**Run 1: signal wires by layer**

Scale bar: 20 um.
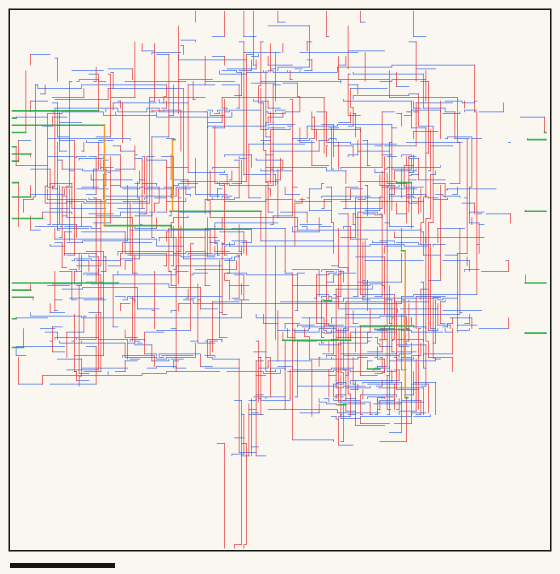
**Run 1: track usage over the die**

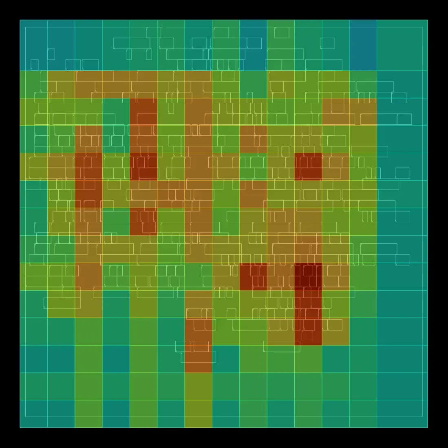
**Run 1: clock network drawn from the DEF**

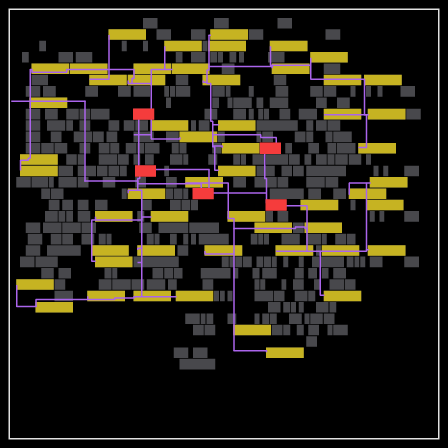
<file path="config.mk">
export PLATFORM = sky130hd
export DESIGN_NAME = nn_feature_averager
export DESIGN_NICKNAME = d
export VERILOG_FILES = /design/src/rtl/nn_feature_averager.sv
export SDC_FILE = /design/constraint.sdc
export NUM_CORES = 1
export LEC_CHECK = 0
export CAP_MARGIN = 20
export CORE_UTILIZATION = 30
export CTS_CLUSTER_DIAMETER = 60
export CTS_CLUSTER_SIZE = 12
export DETAILED_ROUTE_END_ITERATION = 6
export RECOVER_POWER = 50
export SLEW_MARGIN = 30
export SYNTH_ARGS = -nofsm -noshare
export SYNTH_HDL_FRONTEND = slang
export SYNTH_SLANG_ARGS = --single-unit
</file>
<file path="constraint.sdc">
create_clock -name clk -period 2.2 [get_ports clk]
set_clock_uncertainty 0.05 [all_clocks]
set_input_delay 0.44 -clock clk [delete_from_list [all_inputs] [get_ports clk]]
set_output_delay 0.44 -clock clk [all_outputs]
set_load 0.005 [all_outputs]
</file>
<file path="src/rtl/nn_feature_averager.sv">
// nn_feature_averager
// -------------------
// Front-end of the NN-PLL gain block. Each PFD error pulse (err = up | dn)
// gives two samples: its width in clk cycles (instantaneous Kp) and the
// divider value N seen on the clock edge where the pulse ends. Both samples
// are averaged over a window of 2**LOG2_WIN pulses. The averages are
// published on avgn/avgkp, and avg_valid is high for one cycle when they do.
//
// Ports:
//   clk        system clock
//   rst_n      asynchronous active-low reset
//   up, dn     PFD UP/DN pulses, synchronous to clk
//   n_in       current divider value N (W bits)
//   clear      synchronous restart of the current averaging window
//   avgn       averaged N, held between updates (W bits)
//   avgkp      averaged error-pulse width, held between updates (W bits)
//   avg_valid  one-cycle strobe: new avgn/avgkp published
//   sat        at least one pulse in the published window saturated
module nn_feature_averager #(
    parameter int LOG2_WIN = 3,
    parameter int W        = 8
) (
    input  logic         clk,
    input  logic         rst_n,
    input  logic         up,
    input  logic         dn,
    input  logic [W-1:0] n_in,
    input  logic         clear,
    output logic [W-1:0] avgn,
    output logic [W-1:0] avgkp,
    output logic         avg_valid,
    output logic         sat
);

    // The accumulators hold a full window of W-bit samples, so they can
    // never overflow.
    localparam int AW = W + LOG2_WIN;
    localparam logic [W-1:0]        WIDTH_MAX = '1;
    localparam logic [LOG2_WIN-1:0] CNT_LAST  = '1;

    logic                err;
    logic                err_d_q;
    logic [W-1:0]        width_q,     width_d;
    logic [LOG2_WIN-1:0] cnt_q,       cnt_d;
    logic [AW-1:0]       acc_kp_q,    acc_kp_d;
    logic [AW-1:0]       acc_n_q,     acc_n_d;
    logic                sat_acc_q,   sat_acc_d;
    logic [W-1:0]        avgn_q,      avgn_d;
    logic [W-1:0]        avgkp_q,     avgkp_d;
    logic                sat_q,       sat_d;
    logic                avg_valid_q, avg_valid_d;

    logic                sample_evt;
    logic                final_evt;
    logic [AW-1:0]       sum_kp;
    logic [AW-1:0]       sum_n;

    // A cycle with both up and dn high is still one error cycle.
    assign err = up | dn;

    // A pulse ends when err falls. The width counter still holds the full
    // pulse width at this edge.
    assign sample_evt = err_d_q & ~err;
    assign final_evt  = sample_evt & (cnt_q == CNT_LAST);

    // Window totals that include the pulse ending at this edge.
    assign sum_kp = acc_kp_q + AW'(width_q);
    assign sum_n  = acc_n_q + AW'(n_in);

    always_comb begin
        // NOTE: every signal gets a default before any branch. Without one, a
        // path that skips an assignment makes synthesis infer a latch.
        width_d     = width_q;
        cnt_d       = cnt_q;
        acc_kp_d    = acc_kp_q;
        acc_n_d     = acc_n_q;
        sat_acc_d   = sat_acc_q;
        avgn_d      = avgn_q;
        avgkp_d     = avgkp_q;
        sat_d       = sat_q;
        avg_valid_d = 1'b0;

        if (clear) begin
            // Restart the window. A pulse that ends at this edge is dropped.
            // If err is high, the rest of the pulse is measured from zero.
            width_d   = '0;
            cnt_d     = '0;
            acc_kp_d  = '0;
            acc_n_d   = '0;
            sat_acc_d = 1'b0;
        end else if (sample_evt) begin
            width_d = '0;
            if (final_evt) begin
                avgkp_d     = W'(sum_kp >> LOG2_WIN);
                avgn_d      = W'(sum_n >> LOG2_WIN);
                sat_d       = sat_acc_q | (width_q == WIDTH_MAX);
                avg_valid_d = 1'b1;
                cnt_d       = '0;
                acc_kp_d    = '0;
                acc_n_d     = '0;
                sat_acc_d   = 1'b0;
            end else begin
                acc_kp_d = sum_kp;
                acc_n_d  = sum_n;
                cnt_d    = cnt_q + LOG2_WIN'(1);
            end
        end else if (err) begin
            if (width_q != WIDTH_MAX) begin
                width_d = width_q + W'(1);
            end
            if (width_d == WIDTH_MAX) begin
                sat_acc_d = 1'b1;
            end
        end
    end

    // NOTE: sequential state is updated with non-blocking assignments only.
    // All flops then sample their inputs from before the edge, so the result
    // does not depend on the order of the statements.
    always_ff @(posedge clk or negedge rst_n) begin
        if (!rst_n) begin
            err_d_q     <= 1'b0;
            width_q     <= '0;
            cnt_q       <= '0;
            acc_kp_q    <= '0;
            acc_n_q     <= '0;
            sat_acc_q   <= 1'b0;
            avgn_q      <= '0;
            avgkp_q     <= '0;
            sat_q       <= 1'b0;
            avg_valid_q <= 1'b0;
        end else begin
            err_d_q     <= err;
            width_q     <= width_d;
            cnt_q       <= cnt_d;
            acc_kp_q    <= acc_kp_d;
            acc_n_q     <= acc_n_d;
            sat_acc_q   <= sat_acc_d;
            avgn_q      <= avgn_d;
            avgkp_q     <= avgkp_d;
            sat_q       <= sat_d;
            avg_valid_q <= avg_valid_d;
        end
    end

    assign avgn      = avgn_q;
    assign avgkp     = avgkp_q;
    assign avg_valid = avg_valid_q;
    assign sat       = sat_q;

endmodule
</file>
==> impl_metrics.yaml, run 1 <==
# yosys + openroad results
timing:
  finalHoldViolCount: 0
  hold_slack_ns: 0.419
  rsz0062_at_grt: "yes"
  slew_headroom: 0.106
  finalSetupViolCount: 0
drt:
  topRoutingLayerUsed: "met4"
  drcViolationCount: 0
  first_pass_iters: 4
  dr_wl_met2_mm: 3.23
  drtAntennaViolNets: 0
cells_and_area:
  logic_gate_count: 228
  n_clock_buffer: 7
  bufAreaShareNonClock: 0.151
  nFillCells: 978
  n_all_inverters: 6
  fin_area_um2: 3900
  final_common_cell: "dfrtp_1"
  seq_share: 0.340
  area_growth_pct: 28.9
  final-seq-area_um2: 1330
run_status:
  status: "finished clean"
setup_path:
  regToRegSetupSlack_ns: 0.06
  critPathCaptureType: "register"
  critPathLaunch: "width_q[0]$_DFFE_PN0P_"
  critPathArrivalTime_ns: 2.27
yosys:
  syn_avg_cell_area_um2: 10.2
  ys_area_um2: 3030
  top_cells_by_area: "dfrtp_1 44%, ha_1 7.9%, a22o_1 5.5%, nand2_1 4.5%, xnor2_1 4.1%"
place:
  dp_worst_setup_slack_ns: -0.372
global_routing:
  grt_pass1_wl_mm: 11.6
  grt_max_degree: 54
  grt_overflow: 0
worst_hold_path:
  holdCritPathClass: "reg -> reg"
cts:
  clk_path_buf_depth: 2
  cts-root-buf: "clkbuf_8"
power:
  combinationalPowerShare: 0.132
  swShare: 0.236
  power.switching_uw: 459
  total_power_uw: 1940
floorplan:
  initCoreUtil: 0.310
  nWellTaps: 133
## Picture notes: 'signal wires by layer'
met4 -> orange  # wire length 60.5 um
met1 -> blue  # wire length 3320 um
met3 -> green  # wire length 182 um
met2 -> red  # wire length 3230 um
total number of vias: 2390
routed wire length per instance: 13.8 um
WL final: 6.80 mm
GRT Util Overall: 0.142

## Picture notes: 'track usage over the die'
Util after Layout: 0.399
GRT met3 Usage: 0.0233
grt met1 use: 0.188
M2 GR Usage: 0.243
GRT Max-Usage Layer: met2

## Picture notes: 'clock network drawn from the DEF'
flip-flops -> yellow  # count 53
cells driving clock nets -> red  # count 5
clock wires -> purple  # length 661 um
routed clock nets = 6
Power Clock: 681 uW
clock share of power: 0.351

run 1: cell families after synthesis:
logic type | synth area share
AND-OR/OR-AND | 0.238
AND/OR/NAND/NOR | 0.129
flip-flops | 0.438
adder cells (fa/ha/maj) | 0.0918
XOR/XNOR | 0.0550
buffers and inverters | 0.0223
multiplexers | 0.0256
run 1: sequential cells by signal, indices dropped and copies added, names as in the netlist:
| register | count |
|---|---|
| avgn | 8 |
| avg_valid | 1 |
| cnt_q | 3 |
| sat | 1 |
| err_d_q | 1 |
| acc_n_q | 11 |
| width_q | 8 |
| acc_kp_q | 11 |
| avgkp | 8 |
| sat_acc_q | 1 |
run 1: worst min-delay path, delay by kind of cell (launching register included):
family	cells	cell delay (ns)
simple gates	2	0.09
flops	1	0.35
**Run 1: cell density map**

The die is cut into 10 by 10 equal tiles; dark blue is low, red is high, 0 to 100% covered.
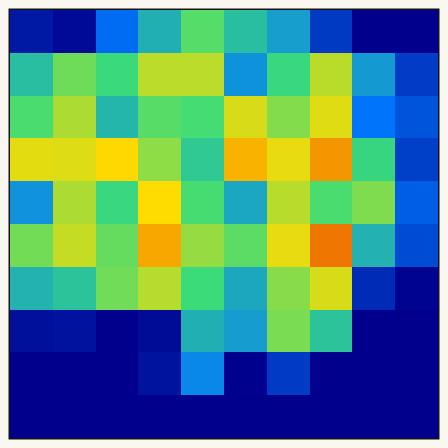

--- run 2 (diff from run 1) ---
--- a/config.mk
+++ b/config.mk
@@ -6,7 +6,7 @@
 export NUM_CORES = 1
 export LEC_CHECK = 0
 export CAP_MARGIN = 20
-export CORE_UTILIZATION = 30
+export CORE_UTILIZATION = 40
 export CTS_CLUSTER_DIAMETER = 60
 export CTS_CLUSTER_SIZE = 12
 export DETAILED_ROUTE_END_ITERATION = 6
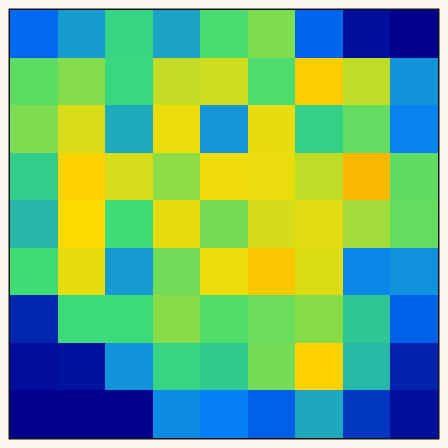
**Above:** run 2 (cell density map).
The die is cut into 9 by 9 equal tiles; dark blue is low, red is high, 0 to 100% covered.
fullest tile = 79%
nearly empty tiles = 4.9%
densest ninth of the die = center
tiles over 75% full = 6.2%
emptiest ninth of the die = south-west
mean over tiles = 47%
Pre-Place Util: 0.415
Core Region: 7290 um^2
Util after Layout: 0.521

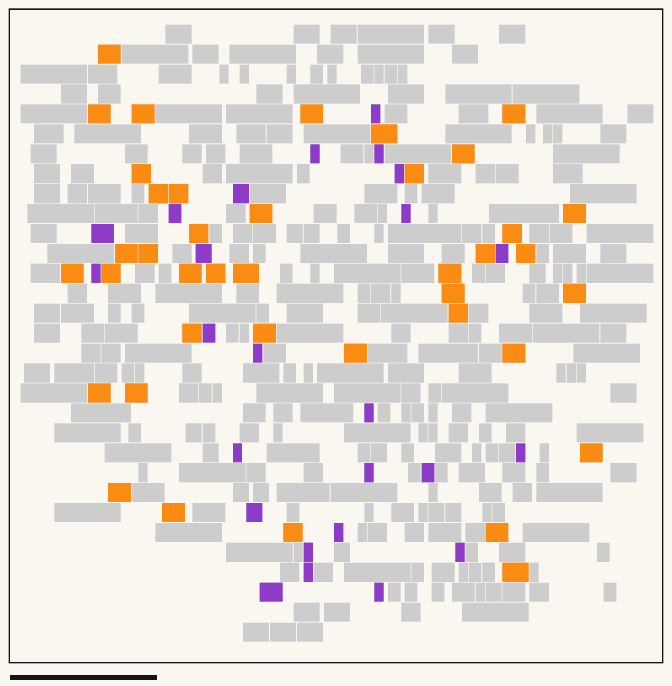
**Above:** run 2 (gate families picked out).
Scale bar: 20 um.
NOR gates -> purple  # cells 25, most used nor2_1
AND-OR and OR-AND gates -> orange  # cells 40, most used a22o_1

==> run 2 against run 1 <==
Net effect:
- first-iteration DRC count rose by 110%
- combinational power decreased by 2%
- core utilization is 12 points higher
- sequential share of layout area rose by 0.89 points
- synthesized area stayed put
- die area decreased by 25%
- critical endpoint is now acc_n_q[10]$_DFFE_PN0N_
- total power is 4.3% lower
- non-clock buffer count fell by 1
- global-route usage is 4.5 points higher
==> impl_metrics.yaml, run 2 <==
# yosys + openroad results
run_status:
  status: "finished clean"
yosys:
  yosys.area_share.aoi: 0.238
  synth_adder_area_share: 0.0918
  logic_family: "AND-OR/OR-AND gates"
  ys_sh_simple: 0.129
  ys_area_um2: 3030
  top_cells_by_area: "dfrtp_1 44%, ha_1 7.9%, a22o_1 5.5%, nand2_1 4.5%, xnor2_1 4.1%"
cells_and_area:
  final_common_cell: "dfrtp_1"
  fin_area_um2: 3800
drt:
  dr_total_vias: 2409
  routed_wl_mm: 6.83
  dr_wl_met2_mm: 3.44
  wl_per_cell_um: 15.0
  topRoutingLayerUsed: "met4"
  drcViolationCount: 0
power:
  combinationalPowerShare: 0.136
  power.share.clock: 0.324
  swShare: 0.267
setup_path:
  regToRegSetupSlack_ns: 0.08
  critPathCaptureType: "register"
  critPathArrivalTime_ns: 2.33
global_routing:
  grtUsageMet1: 0.244
  globalRouteMet3Util: 0.0332
  top_usage_layer: "met2"
  grt_max_degree: 54
place:
  dp_worst_setup_slack_ns: -0.402
cts:
  cts-root-buf: "clkbuf_8"
  clk_path_buf_depth: 2
timing:
  rsz0062_at_grt: "yes"
worst_hold_path:
  holdCritPathClass: "reg -> reg"
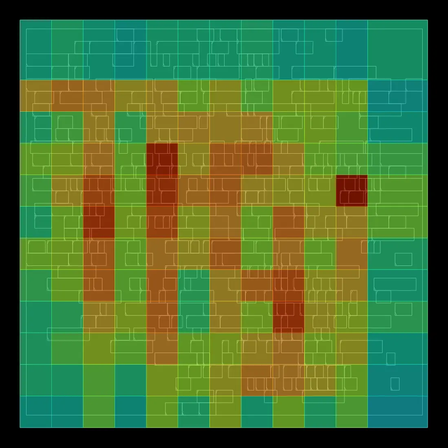
**Above:** run 2 (track usage over the die).
M2 GR Usage: 0.323
GRT Util Overall: 0.187

run 2: logic make-up (layout without fill, tap and decap cells):
| kind of cell | after synthesis | after routing |
|---|---|---|
| AOI/OAI and AO/OA | 101 | 101 |
| and+or+nand+nor | 80 | 80 |
| DFF | 53 | 53 |
| adders and majority gates | 21 | 21 |
| xor gates and xnor gates | 19 | 19 |
| buffers and inverters | 15 | 76 |
| muxes | 7 | 7 |
run 2: power by group through the flow:
stage	clock [uW]	sequential, uW	combinational (uW)
global placement	0	1020	247
detailed placement	0	1020	252
CTS	614	1000	255
finish	603	1000	253
global route	657	1000	285
floorplan	0	1020	131
run 2: layout make-up:
type                       instances  share of cell area
tap                               99              0.0326
clock buffer                       6              0.0217
clock inverter                     2             0.00362
timing repair buffer              62               0.150
inverter                           6             0.00592
multi-input combinational        228               0.437
sequential                        53               0.349
--- run 3 (diff from run 2) ---
--- a/config.mk
+++ b/config.mk
@@ -11,7 +11,7 @@
 export CTS_CLUSTER_SIZE = 12
 export DETAILED_ROUTE_END_ITERATION = 6
 export RECOVER_POWER = 50
-export SLEW_MARGIN = 30
+export SLEW_MARGIN = 20
 export SYNTH_ARGS = -nofsm -noshare
 export SYNTH_HDL_FRONTEND = slang
 export SYNTH_SLANG_ARGS = --single-unit
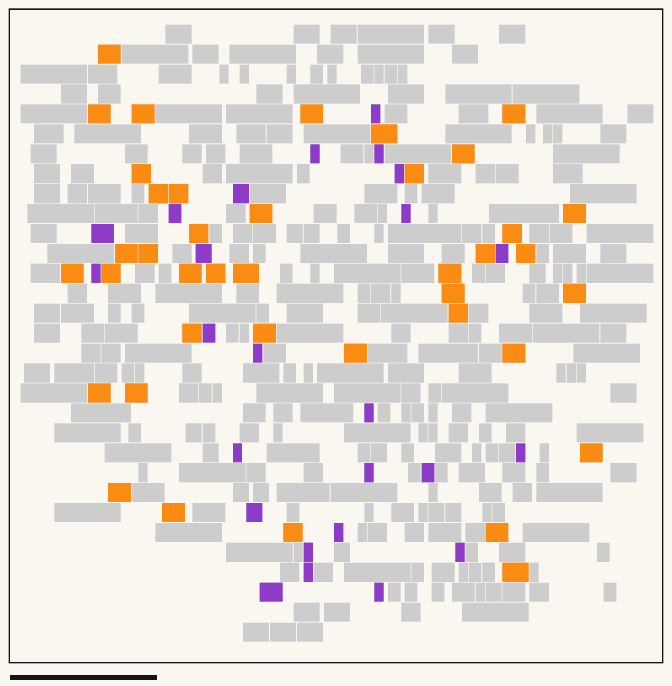
**Above:** run 3 (gate families picked out).
Scale bar: 20 um.
NOR gates -> purple  # cells 25, most used nor2_1
AND-OR and OR-AND gates -> orange  # cells 40, most used a22o_1
non-filler cells, final: 456
logic share of the area: 0.437
most frequent logic cell in the layout: dfrtp_1

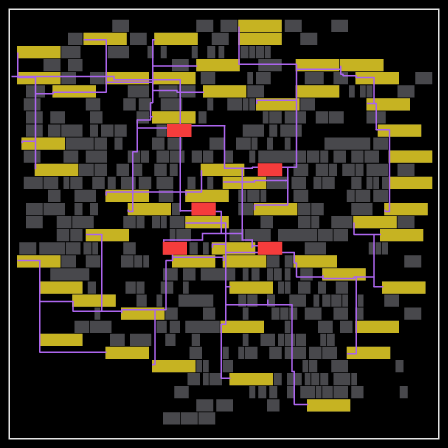
**Above:** run 3 (clock network drawn from the DEF).
cells driving clock nets -> red  # count 5
clock wires -> purple  # length 733 um
flip-flops -> yellow  # count 53
flops lie = spread over the die

==> run 3 against run 2 <==
Net effect:
- first-iteration DRC count stayed put
- fmax stayed put
- routed wire length stayed put
- hold slack stayed put
- critical path depth stayed put
- critical path type unchanged
- critical endpoint unchanged
- largest power group unchanged
- highest routed layer unchanged
==> impl_metrics.yaml, run 3 <==
# yosys + openroad results
global_routing:
  top_usage_layer: "met2"
  grt_util_met2: 0.323
  grt_max_degree: 54
cells_and_area:
  fin_util: 0.521
  logic_gate_count: 228
  n_all_buffers: 62
  area_growth_pct: 25.6
  n_clock_buffer: 6
  clock_cell_area_share: 0.0253
  largest_class: "multi-input combinational cells"
setup_path:
  critPathCaptureType: "register"
yosys:
  yosys.area_share.aoi: 0.238
  synth-xor-area-share: 0.0550
  logic_family: "AND-OR/OR-AND gates"
timing:
  finalHoldViolCount: 0
  finalSetupViolCount: 0
cts:
  cts-root-buf: "clkbuf_8"
  clk_path_buf_depth: 2
run_status:
  status: "finished clean"
floorplan:
  nWellTaps: 99
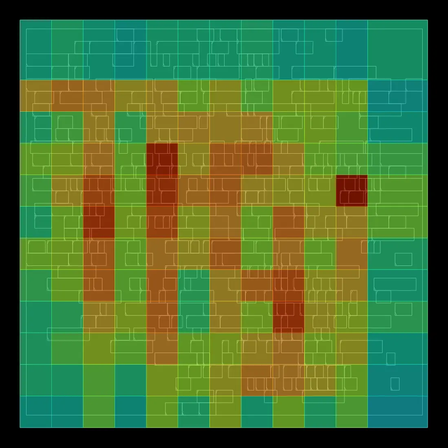
**Above:** run 3 (track usage over the die).
grt met1 use: 0.244
GRT met3 Usage: 0.0332

run 3: final timing paths:
kind	startpoint	endpoint	slack (ns)	depth (start not counted)
setup / recovery	dn	acc_n_q[10]$_DFFE_PN0N_	0.07	5
setup reg to reg	acc_kp_q[0]$_DFFE_PN0N_	acc_kp_q[8]$_DFFE_PN0N_	0.08	7
hold reg to reg	avgkp[3]$_DFFE_PN0P_	avgkp[3]$_DFFE_PN0P_	0.42	2
max in group asynchronous	rst_n	err_d_q$_DFF_PN0_	0.81	2
hold / removal	avgkp[3]$_DFFE_PN0P_	avgkp[3]$_DFFE_PN0P_	0.42	2
min in group asynchronous	rst_n	width_q[5]$_DFFE_PN0P_	0.44	2
run 3: power breakdown:
group	internal [uW]	switching (uW)
clock	257	346
combinational	116	137
sequential	990	12.5
total	1360	496
Power and IR drop assume default switching activity.
